==> src/rtl/rr_priority_arbiter_if.sv <==
// Request/grant bundle for rr_priority_arbiter.
// The master side drives the request vector; the slave side returns the grant.
interface rr_priority_arbiter_if #(
   parameter int N = 4
);
   localparam int IDX_W = $clog2(N);

   logic [N-1:0]     req;
   logic [N-1:0]     grant;
   logic             grant_valid;
   logic [IDX_W-1:0] grant_idx;

   modport master (output req, input grant, input grant_valid, input grant_idx);
   modport slave  (input req, output grant, output grant_valid, output grant_idx);
endinterface

==> src/rtl/rr_priority_arbiter.sv <==
// N-way arbiter with fixed-priority or round-robin selection, grant hold-until-release
// and an optional hold timeout that forces the grant to move on.
module rr_priority_arbiter #(
   parameter int N           = 4,
   parameter int ROUND_ROBIN = 0,
   parameter int MAX_HOLD    = 0
) (
   input logic                  clk,
   input logic                  reset,
   rr_priority_arbiter_if.slave bus
);
   localparam int IDX_W = $clog2(N);
   localparam int CNT_W = 16;

   typedef enum logic {IDLE, BUSY} state_t;

   state_t           r_state, w_state_nxt;
   logic [IDX_W-1:0] r_idx, w_idx_nxt;
   logic [IDX_W-1:0] r_ptr, w_ptr_nxt;
   logic [CNT_W-1:0] r_cnt, w_cnt_nxt;

   logic             w_holder_req;
   logic             w_timeout;
   logic             w_new_grant;
   logic [N-1:0]     w_others;
   logic [N-1:0]     w_arb_req;
   logic [IDX_W-1:0] w_win;

   // Fixed mode scans from bit 0; round-robin scans upward from ptr with wrap.
   function automatic logic [IDX_W-1:0] arbitrate(input logic [N-1:0]     r,
                                                   input logic [IDX_W-1:0] ptr);
      logic [IDX_W-1:0] win;
      logic             found;
      int               j;
      win   = '0;
      found = 1'b0;
      for (int k = 0; k < N; k++) begin
         j = (ROUND_ROBIN != 0) ? int'(ptr) + k : k;
         if (j >= N) j -= N;
         if (!found && r[j]) begin
            found = 1'b1;
            win   = IDX_W'(j);
         end
      end
      return win;
   endfunction

   function automatic logic [IDX_W-1:0] next_ptr(input logic [IDX_W-1:0] w);
      return (int'(w) == N - 1) ? '0 : w + 1'b1;
   endfunction

   assign w_holder_req = bus.req[r_idx];
   assign w_others     = bus.req & ~(N'(1) << r_idx);
   assign w_timeout    = (MAX_HOLD != 0) && (r_cnt == CNT_W'(MAX_HOLD - 1));

   // NOTE: sequential state uses non-blocking assignments so every register
   // samples the pre-edge values regardless of process ordering.
   always_ff @(posedge clk) begin
      if (reset) begin
         r_state <= IDLE;
         r_idx   <= '0;
         r_ptr   <= '0;
         r_cnt   <= '0;
      end else begin
         r_state <= w_state_nxt;
         r_idx   <= w_idx_nxt;
         r_ptr   <= w_ptr_nxt;
         r_cnt   <= w_cnt_nxt;
      end
   end

   always_comb begin
      // NOTE: every combinational output gets a default first, so no path
      // through the case leaves a variable unassigned and infers a latch.
      w_state_nxt = r_state;
      w_idx_nxt   = r_idx;
      w_ptr_nxt   = r_ptr;
      w_cnt_nxt   = r_cnt;
      w_new_grant = 1'b0;
      w_arb_req   = bus.req;
      w_win       = '0;

      unique case (r_state)
         IDLE: begin
            if (|bus.req) w_new_grant = 1'b1;
         end
         BUSY: begin
            if (!w_holder_req) begin
               if (|bus.req) begin
                  w_new_grant = 1'b1;
               end else begin
                  w_state_nxt = IDLE;
                  w_idx_nxt   = '0;
                  w_cnt_nxt   = '0;
               end
            end else if (w_timeout) begin
               // A lone holder arbitrates over its own request and wins again.
               w_new_grant = 1'b1;
               if (|w_others) w_arb_req = w_others;
            end else if (r_cnt != '1) begin
               w_cnt_nxt = r_cnt + 1'b1;
            end
         end
         default: w_state_nxt = IDLE;
      endcase

      if (w_new_grant) begin
         w_win       = arbitrate(w_arb_req, r_ptr);
         w_state_nxt = BUSY;
         w_idx_nxt   = w_win;
         w_cnt_nxt   = '0;
         w_ptr_nxt   = next_ptr(w_win);
      end
   end

   always_comb begin
      bus.grant       = '0;
      bus.grant_valid = (r_state == BUSY);
      bus.grant_idx   = '0;
      if (r_state == BUSY) begin
         bus.grant[r_idx] = 1'b1;
         bus.grant_idx    = r_idx;
      end
   end
endmodule

==> src/flat_wrapper.sv <==
// flat-port wrapper written by rule: the top's interface ports become plain ports
module rr_priority_arbiter_flat 
#(
   parameter int N           = 4,
   parameter int ROUND_ROBIN = 0,
   parameter int MAX_HOLD    = 0
)
  (clk, reset, bus_req, bus_grant, bus_grant_valid, bus_grant_idx);
  rr_priority_arbiter_if #(.N(N)) bus_i ();
  input logic clk;
  input logic reset;
  input wire logic [$bits(bus_i.req)-1:0] bus_req;
  output wire logic [$bits(bus_i.grant)-1:0] bus_grant;
  output wire logic [$bits(bus_i.grant_valid)-1:0] bus_grant_valid;
  output wire logic [$bits(bus_i.grant_idx)-1:0] bus_grant_idx;
  assign bus_i.req = bus_req;
  assign bus_grant = bus_i.grant;
  assign bus_grant_valid = bus_i.grant_valid;
  assign bus_grant_idx = bus_i.grant_idx;
  rr_priority_arbiter #(.N(N), .ROUND_ROBIN(ROUND_ROBIN), .MAX_HOLD(MAX_HOLD)) u_core (.clk(clk), .reset(reset), .bus(bus_i));
endmodule
==> config.mk <==
export PLATFORM = sky130hd
export DESIGN_NAME = rr_priority_arbiter_flat
export DESIGN_NICKNAME = d
export VERILOG_FILES = /design/src/rtl/rr_priority_arbiter_if.sv /design/src/rtl/rr_priority_arbiter.sv /design/src/flat_wrapper.sv
export SDC_FILE = /design/constraint.sdc
export NUM_CORES = 1
export LEC_CHECK = 0
export CORE_AREA = 5 5 42 44
export CTS_CLUSTER_DIAMETER = 50
export CTS_CLUSTER_SIZE = 8
export DETAILED_ROUTE_END_ITERATION = 6
export DIE_AREA = 0 0 47 49
export HOLD_SLACK_MARGIN = 0.1
export PLACE_DENSITY = 0.51
export SYNTH_ARGS = -nofsm -noshare
export SYNTH_HDL_FRONTEND = slang
export SYNTH_SLANG_ARGS = --single-unit
export TNS_END_PERCENT = 1
==> constraint.sdc <==
create_clock -name clk -period 1.63 [get_ports clk]
set_clock_uncertainty 0.15 [all_clocks]
set_input_delay 0.163 -clock clk [delete_from_list [all_inputs] [get_ports clk]]
set_output_delay 0.163 -clock clk [all_outputs]
set_load 0.03 [all_outputs]
==> results.toml <==
# physical design summary
[clocking]
cts.reportedPaths.clkPinSlew_ns = 0.03
cts_tree = "done"
ctsResizeCount = 4

[timing]
worst_hold_slack_ns = 0.344
fmax_mhz = 666
worst_pin_slew_ns = 0.365
period_used_share = 0.922
finalHoldViolCount = 0
fin_crit_ns = 1.50
rsz0062_at_grt = "false"

[routing]
dr.pass1.iters = 3
drt-wirelength-per-cell_microns = 9.23
highest_layer = "met3"
via_count = 257

[critical_path]
slowest_delay_ns = 0.41
worst_setup_path_end_kind = "register"
crit_slowest_cell = "or4_1"
cp_num_cells = 4
cp_top_family = "simple AND/OR/NAND/NOR gates"
crit_chain = "mux2i_1, o22ai_1, or4_1, a21oi_1"
startpoint = "u_core.r_idx[1]$_SDFFE_PP0P_"
critPathMaxFanout = 7

[yosys]
synthAoiAreaFrac = 0.156
topCombFamilyByArea = "simple AND/OR/NAND/NOR gates"
syn_area_per_cell_sq_um = 7.15
ys_area_sq_um = 200
ys_seq_frac = 0.300
syn-num-nets = 34
syn_area_sq_um = 200

[pwr]
p_seq_frac = 0.287
clockPowerShare = 0.454

[floorplan]
core_region_area_sq_mm = 0.00140
die_area_sq_mm = 0.00230
io_pins = 13

[global_routing]
first_global_vias = 248
grt.total_usage = 0.0591
grt_max_degree = 8
use_met2 = 0.0792
use_met3 = 0.00369

[finish]
nets = 56
final_design_area_no_fill_sq_um = 392
seq_area_sq_um = 63.8

[status]
status = "complete, no violations"

[worst_hold_path]
holdPathStages = 2
hp-start = "u_core.r_idx[0]$_SDFFE_PP0P_"

[placed_design]
place_area_sq_um = 367
## cell type report
class / count / area share
timing repair buffer: 18 / 0.390
multi-input combinational: 21 / 0.300
sequential: 3 / 0.163
clock buffer: 4 / 0.0671
tap: 16 / 0.0511
inverter: 3 / 0.0288
## metrics by stage
step	setup TNS, ns	util	total power, mW	std cells	setup slack [ns]
3_3_place_gp	-0.118	0.262	0.161	61	-0.0656
4_1_cts	0	0.277	0.294	65	0.0150
2_1_floorplan	0	-	0.118	28	0.201
6_report	0	0.279	0.284	65	0.128
3_5_place_dp	-0.114	0.262	0.161	61	-0.0588
5_1_grt	0	0.279	0.301	65	0.0280
## power by group through the flow
stage                     registers [mW]  logic [mW]  clock network, mW
after floorplan                   0.0849      0.0332                  0
after global placement            0.0836      0.0774                  0
after detailed placement          0.0838      0.0777                  0
after CTS                         0.0826      0.0742              0.137
after global routing              0.0824      0.0795              0.139
final                             0.0817      0.0737              0.129
## synth_stat cells (all sizes together)
cell type	count	area (sq um)
or3	1	6.26
o22ai	1	6.26
nor2	6	22.5
nand2b	1	6.26
inv	3	11.3
buf	1	11.3
and2	1	7.51
o21ai	2	10.0
a21oi	3	15.0
dfxtp	3	60.1
or4	1	7.51
mux2i	2	20.0
nor4	1	6.26
nand2	1	3.75
nor2b	1	6.26
## placed cells by master (no fill, tap or decap)
cell type	n
dlygate4sd2_1	4
nor2_1	6
mux2i_1	2
clkbuf_4	3
or3_1	1
nor2b_1	1
clkdlybuf4s50_1	5
buf_4	9
or4_1	1
nand2b_1	1
dfxtp_1	2
o22ai_1	1
nor4_1	1
nand2_1	1
and2_2	1
clkbuf_1	1
o21ai_0	2
dfxtp_4	1
inv_1	3
a21oi_1	3
## registers in the layout, summed over array words and instances (netlist names)
name / cells
u_core.bus.grant_valid: 1
u_core.r_idx: 2
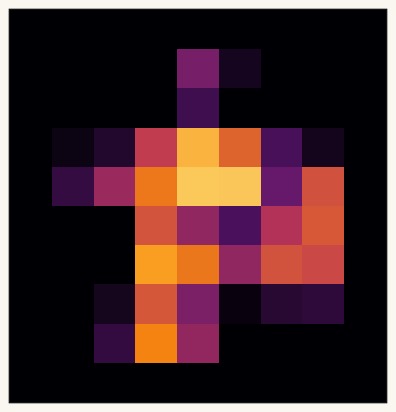
(cell density map)
Drawn at 8 px/micron. The die is cut into 9 by 10 equal tiles; black is low, pale yellow is high, 0 to 100% covered.
- densest ninth of the die: middle
- nearly empty tiles: 60%
- mean over tiles: 16%
- emptiest ninth of the die: top left

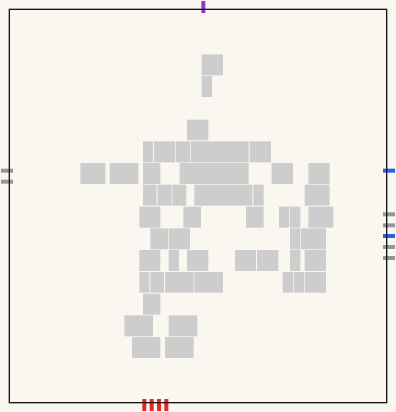
(I/O pins on the die edge)
Drawn at 8 px/micron. Pins as bars across the die edge, other pins in gray.
- blue: `bus_grant_idx` (pins 2; direction output; edge right)
- red: `bus_req` (pins 4; direction input; edge bottom)
- purple: `clk` (pins 1; direction input; edge top)
- all pins by edge: 6 right, 4 bottom, 2 left, 1 top

Power figures rest on the tool's default switching activity, not on a simulated workload.
